==> images/placement_by_type.png <==
Scale: 3 px per µm.
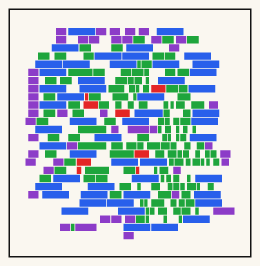
==> images/layer_met3.png <==
Scale: 4 px per µm. Cells faint in the background.
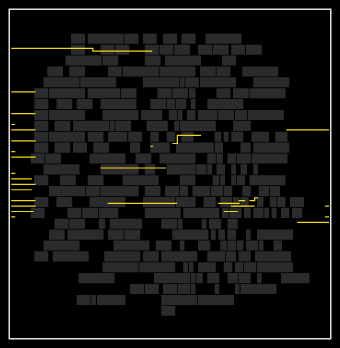
==> images/io_fan.png <==
Scale: 6 px per µm.
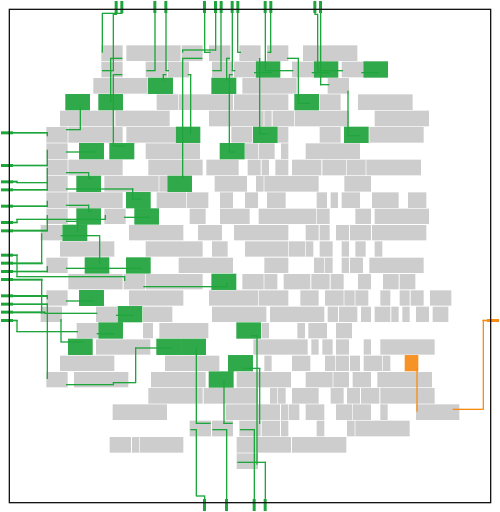
==> images/clocks.png <==
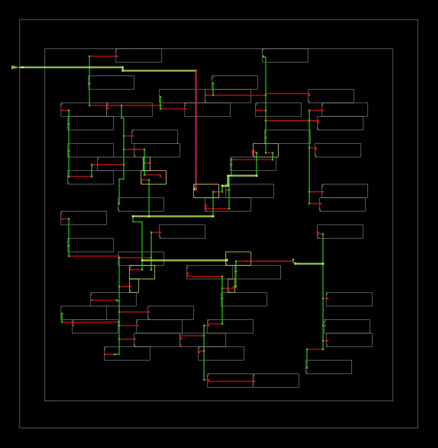
$ cat config.mk
export PLATFORM = sky130hd
export DESIGN_NAME = fifo_uart_tx
export DESIGN_NICKNAME = d
export VERILOG_FILES = /design/src/rtl/fifo_uart_tx_pkg.sv /design/src/rtl/fifo_uart_tx_baud_counter.sv /design/src/rtl/fifo_uart_tx.sv
export SDC_FILE = /design/constraint.sdc
export NUM_CORES = 1
export LEC_CHECK = 0
export CAP_MARGIN = 20
export CORE_AREA = 5 5 75 77
export DETAILED_ROUTE_END_ITERATION = 7
export DIE_AREA = 0 0 80 82
export HOLD_SLACK_MARGIN = 0.02
export MAX_ROUTING_LAYER = met4
export PLACE_DENSITY = 0.77
export SLEW_MARGIN = 20
export SYNTH_ARGS = -nofsm -noshare
export SYNTH_HDL_FRONTEND = slang
export SYNTH_SLANG_ARGS = --single-unit
$ cat constraint.sdc
create_clock -name clk -period 1.9 [get_ports clk]
set_input_delay 0.475 -clock clk [delete_from_list [all_inputs] [get_ports clk]]
set_output_delay 0.475 -clock clk [all_outputs]
set_load 0.03 [all_outputs]
$ cat src/rtl/fifo_uart_tx_pkg.sv
// ============================================================================
// Module   : fifo_uart_tx_pkg
// Brief    : Shared word geometry and UART frame constants for fifo_uart_tx.
// Revision : 1.0 - initial release
// ============================================================================
`default_nettype none

package fifo_uart_tx_pkg;

  localparam int DATA_WIDTH      = 32;
  localparam int UART_FRAME_BITS = 10;
  localparam int NBYTES          = DATA_WIDTH / 8;
  localparam int BYTE_IDX_W      = (NBYTES > 1) ? $clog2(NBYTES) : 1;

  // Byte idx of a word, byte 0 being the least-significant one.
  function automatic logic [7:0] word_byte(
    input logic [DATA_WIDTH-1:0] word,
    input logic [BYTE_IDX_W-1:0] idx
  );
    return word[{idx, 3'b000} +: 8];
  endfunction

endpackage

`default_nettype wire

$ cat src/rtl/fifo_uart_tx_baud_counter.sv
// ============================================================================
// Module   : baud_counter
// Brief    : Free-running bit-period counter; tick marks the last cycle of a bit.
// Revision : 1.0 - initial release
// ============================================================================
`default_nettype none

module baud_counter #(
  parameter int CLKS_PER_BIT = 868
) (
  input  logic clk,
  input  logic rst,
  input  logic clear,
  output logic tick
);

  localparam int               CNT_W      = (CLKS_PER_BIT > 1) ? $clog2(CLKS_PER_BIT) : 1;
  localparam logic [CNT_W-1:0] c_TERMINAL = CNT_W'(CLKS_PER_BIT - 1);

  logic [CNT_W-1:0] r_count;

  always_ff @(posedge clk or posedge rst) begin
    if (rst) begin
      r_count <= '0;
    end else if (clear || (r_count == c_TERMINAL)) begin
      r_count <= '0;
    end else begin
      r_count <= r_count + 1'b1;
    end
  end

  assign tick = (r_count == c_TERMINAL);

endmodule

`default_nettype wire

$ cat src/rtl/fifo_uart_tx.sv
// ============================================================================
// Module   : fifo_uart_tx
// Brief    : Pops words from the CPU output FIFO and sends them LSB byte first
//            as back-to-back 8N1 frames on the UART TX pin.
// Revision : 1.0 - initial release
// ============================================================================
`default_nettype none

module fifo_uart_tx
  import fifo_uart_tx_pkg::*;
#(
  parameter int CLKS_PER_BIT = 868
) (
  input  logic                  clk,
  input  logic                  rst,
  input  logic [DATA_WIDTH-1:0] fifo_data_out,
  input  logic                  fifo_empty,
  output logic                  fifo_read,
  output logic                  tx,
  output logic                  busy
);

  typedef enum logic [2:0] {
    S_IDLE  = 3'd0,
    S_FETCH = 3'd1,
    S_LOAD  = 3'd2,
    S_START = 3'd3,
    S_DATA  = 3'd4,
    S_STOP  = 3'd5
  } state_t;

  localparam logic [BYTE_IDX_W-1:0] c_LAST_BYTE = BYTE_IDX_W'(NBYTES - 1);

  state_t                r_state;
  state_t                w_next_state;
  logic [DATA_WIDTH-1:0] r_word;
  logic [BYTE_IDX_W-1:0] r_byte_idx;
  logic [2:0]            r_bit_idx;
  logic                  r_tx;
  logic                  w_tx_next;
  logic                  w_tick;
  logic                  w_clear;
  logic [7:0]            w_cur_byte;

  assign w_cur_byte = word_byte(r_word, r_byte_idx);

  // Every state change restarts the bit period, so each state starts aligned.
  assign w_clear = (w_next_state != r_state);

  baud_counter #(
    .CLKS_PER_BIT(CLKS_PER_BIT)
  ) u_baud_counter (
    .clk  (clk),
    .rst  (rst),
    .clear(w_clear),
    .tick (w_tick)
  );

  always_ff @(posedge clk or posedge rst) begin
    if (rst) begin
      r_state <= S_IDLE;
    end else begin
      r_state <= w_next_state;
    end
  end

  always_comb begin
    w_next_state = r_state;
    w_tx_next    = 1'b1;
    unique case (r_state)
      S_IDLE: begin
        if (!fifo_empty) begin
          w_next_state = S_FETCH;
        end
      end
      S_FETCH: begin
        w_next_state = S_LOAD;
      end
      S_LOAD: begin
        w_next_state = S_START;
      end
      S_START: begin
        w_tx_next = 1'b0;
        if (w_tick) begin
          w_next_state = S_DATA;
        end
      end
      S_DATA: begin
        w_tx_next = w_cur_byte[r_bit_idx];
        if (w_tick && (r_bit_idx == 3'd7)) begin
          w_next_state = S_STOP;
        end
      end
      S_STOP: begin
        if (w_tick) begin
          w_next_state = (r_byte_idx == c_LAST_BYTE) ? S_IDLE : S_START;
        end
      end
      default: begin
        w_next_state = S_IDLE;
      end
    endcase
  end

  always_ff @(posedge clk or posedge rst) begin
    if (rst) begin
      r_word     <= '0;
      r_byte_idx <= '0;
      r_bit_idx  <= '0;
      r_tx       <= 1'b1;
    end else begin
      r_tx <= w_tx_next;
      unique case (r_state)
        S_LOAD: begin
          r_word     <= fifo_data_out;
          r_byte_idx <= '0;
        end
        S_START: begin
          if (w_tick) begin
            r_bit_idx <= '0;
          end
        end
        S_DATA: begin
          if (w_tick) begin
            r_bit_idx <= r_bit_idx + 3'd1;
          end
        end
        S_STOP: begin
          if (w_tick && (r_byte_idx != c_LAST_BYTE)) begin
            r_byte_idx <= r_byte_idx + 1'b1;
          end
        end
        default: begin
        end
      endcase
    end
  end

  assign fifo_read = (r_state == S_FETCH);
  assign busy      = (r_state != S_IDLE);
  assign tx        = r_tx;

endmodule

`default_nettype wire

==> results.txt <==
impl run done, here's what came out: met2 Use GR 23.8%, DR top layer met4, Synth Cell Area 0.00248 mm², LEAKAGE 1.29 nW, Die Wd 80 µm, worst slew pin tran 397 ps, most frequent cell after synthesis dfrtp_1, Critical R2R Launch r_byte_idx[1], Register-to-Register Path Depth 5, and+or+nand+nor area frac 10.1%, Fin. Hold Viols 0, Final setup viols 0, Crit. path cell count 5, fmax 557 MHz, Final nets 277, Top FF cell, synth dfrtp_1, part of the cycle the worst path needs 94.5%, Total Routing Usage GR 15.1%, met3 WL 178 µm, max_cap viols 0, grt ovf 0, Min Clock Period, post-route 1800 ps, Ys Warns 0, unrepaired setup endpoints after global routing false, hold_buf cts 0, non-clock inverter total of the final layout 6, hold depth 1, YS chip area 0.00248 mm², Detail Route Antenna Nets 0, clk_skew 5.73 ps, placed cells 301, M1 GR Usage 18.9%, setup bufs post-CTS 0, Critical Path Start r_byte_idx[1], Commonest Layout Cell dfrtp_1, CP arrival 2010 ps, status complete, no violations, top power group sequential cells, Die H 82 µm, Net Sw Frac 21.0%, Non-clock buffers, area share 15.1%, crit path max fanout 11, share of layout cells above drive strength 1 11.3%, Mean Syn Cell Area 12.7 µm², Clock Path Buffers 2, share of synthesized registers carrying an async set or reset 100%, delay of the slowest critical-path stage 540 ps, Main logic family multiplexers, critical path class flop to flop, clock share of power 31.7%, GR peak layer met2, #MultiIn Comb 129, CTS buffer count 5, Pint 1.47 mW, drc violations 0, first-pass GRT wire length 7360 µm, Final clock-cell share 2.66%, Cells after Synth 196, largest registers r_word: 32 flops, u_baud_counter.r_count: 10 flops
-- placement_by_type.png (at the start) --
legend:
  green:
    class: combinational and other logic
    cells: 135
    share_of_their_area: 39%
  blue:
    class: flops
    cells: 51
    share_of_their_area: 43%
  red:
    class: clock drivers and dummy loads
    cells: 8
    share_of_their_area: 2.7%
  purple:
    class: other buffers and delay cells
    cells: 45
    share_of_their_area: 16%
sequential cell area share: 41.8%
Rows: 26

-- layer_met3.png (at the start) --
longest straight run: 20.2 µm
nets with wire on the layer: 26
wire length on this layer: 179 µm
main direction: horizontal
share of all routed wire: 4.0%

-- io_fan.png (at the start) --
legend:
  orange:
    port: `fifo_read`
    direction: output
    edge: east
    end_cells: 1
    buffers: 1
    wire: 27.7 µm
  green:
    port: `fifo_data_out`
    direction: input
    edge: 15 west, 13 north, 4 south
    end_cells: 32
    buffers: 32
    wire: 658 µm
io pins: 38
IO buf count: 37

-- clocks.png (at the start) --
flop count: 51
worst-skew pair later-pin latency: 290 ps
clk_buf instances: 7
CTS sink count: 51
Clock group: 591 µW

Power is estimated from default activity; no workload was simulated.
